Design score_keeper, sky130hd; sources not shown.
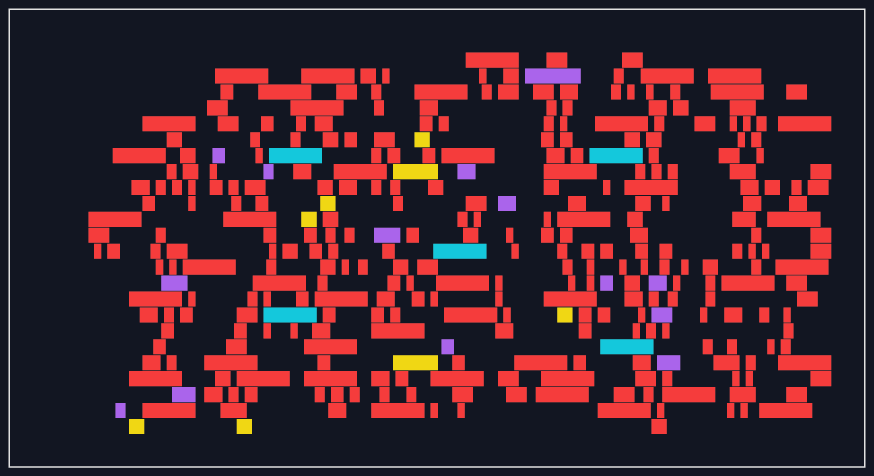
Figure 1: drive-strength map.
[red] drive 1 or less | cells: 295 | share: 92%
[yellow] drive 3 to 4 | cells: 8 | share: 2.5%
[cyan] drive 6 and up | cells: 5 | share: 1.6%
[purple] drive 2 | cells: 14 | share: 4.3%
nonclk buf count: 25
area grow syn2layout: 16.64%

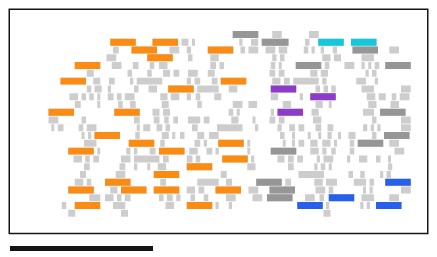
Figure 2: sequential cells grouped by signal name.
Scale bar: 50 um. Other sequential cells in the stronger grey, the rest of the logic in the fainter grey.
[orange] hold_q | sequential cells: 26
[blue] p2s | sequential cells: 4 | where: south-east
[purple] state_q | sequential cells: 3
[cyan] winner | sequential cells: 2
not coloured: 12
Util after Layout: 36.44%
sequential logic power: 0.868 mW
FF+latch area: 0.001177 mm^2

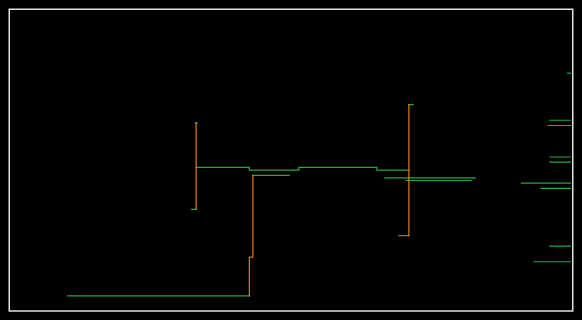
Figure 3: metal layers overlaid.
Only two layers are drawn.
[orange] met4 | wire length: 88.6 um
[green] met3 | wire length: 217 um
vias post-DR: 2500
Total GRT Usage: 14.04%
Wirelength per Cell: 17.41 um
drt total wl: 7.643 mm

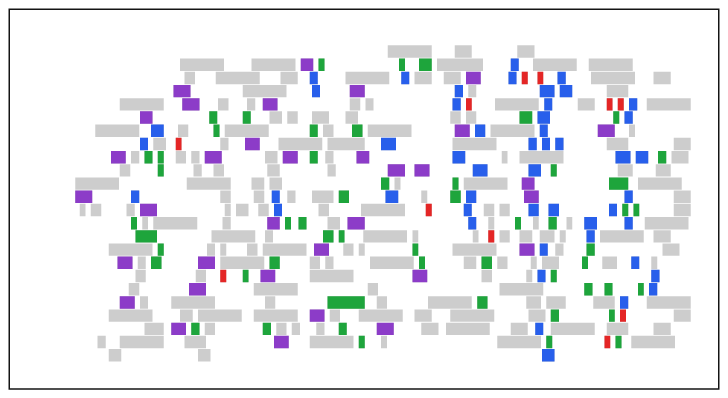
Figure 4: logic cells by family.
[blue] inverting AOI/OAI gates | cells: 49
[red] inverters | cells: 11
[purple] AND-OR and OR-AND gates | cells: 34
[green] NAND gates | cells: 54
most instantiated logic cell after routing: dfrtp_1
multi-input gate share of the layout cell area: 46.32%
Layout Cells excl Fill: 439

==> flow_metrics.tcl <==
# metrics dict for downstream scripts
set metrics [dict create \
    yosysTopAreaCellShare_pct 41.59 \
    top_cells_by_area "dfrtp_1, a211o_1, and3_1, nor3_1, nand2_1" \
    final_cell_area_mm2 0.003228 \
    final-comb-area_mm2 0.001495 \
    largest_area_cell "dfrtp_1" \
    critical-path-max-stage-delay_ps 550 \
    rsz0062_at_grt "no" \
    path_depth 6 \
    taps 117 \
    whs_ps 195.3 \
    final_nets 332 \
    whs_path_depth 0 \
    p_total_mw 2.405 \
    die_w_um 145.8 \
    dpl.cell_count 431 \
    ff_count 47 \
    finalSetupViolations 0 \
    inv_count 11 \
    synth_dominant_cell_count "dfrtp_1" \
    seq_share_pct 36.47 \
    yosysCellCount 302 \
    ys_warn_count 0 \
    power.density_mw_per_mm2 744.9 \
    synth_seq_share_pct 42.54 \
    core_mm2 0.008859 \
    crit_chain "or4_1 > nor4_2 > a21o_1 > buf_4 > nor3_1 > a211o_1" \
    layout-drive-gt1-share_pct 8.385 \
    yosys.cell_types.count 55 \
    synth_nets 313 \
    timing.reg2reg.worst_path_depth 6 \
    layout_min_cycle_time_ps 2594 \
    comb_cells 231 \
    maxSlewViolCount 0 \
    portBuffers 19 \
    placed_area_mm2 0.003090 \
    crit_type "flip-flop to flip-flop" \
    fmax_ghz 0.3855 \
    ys_area_mm2 0.002768 \
    grt-busiest-layer "met2" \
    route.met3.wl_um 217 \
    power_clock_mw 0.545 \
    cts_setup_buffers 0 \
    grt_pass1_wl_mm 13.05 \
    cts-buffers-inserted 5 \
    critPathSlowestCell "or4_1" \
    p_int_mw 1.400 \
    hp-class "flip-flop to flip-flop" \
    critPathArrivalTime_ps 2570 \
    pwr-share-comb_pct 41.3 \
    cap_violations 0 \
    p_comb_mw 0.992 \
    grt.met3_usage_pct 2.969 \
    r2r_slack_ps 510 \
    top_layer "met4" \
    post-place-ws_ps 496.1 \
    rows 24 \
    ctsRootBufferMaster "clkbuf_16" \
    end_kind "flip-flop" \
    startpoint_type "flip-flop" \
    max_slew_margin_pct 56.07 \
    p_sw_mw 1.004 \
    tns_ps 0 \
    maxPowerGroup "combinational cells" \
    power.leakage_nw 1.458 \
    gp_congestion 0.7380 \
    fp_util_pct 31.24 \
    antenna_cells 0 \
    outcome "finished clean" \
]
Power and IR drop assume default switching activity.
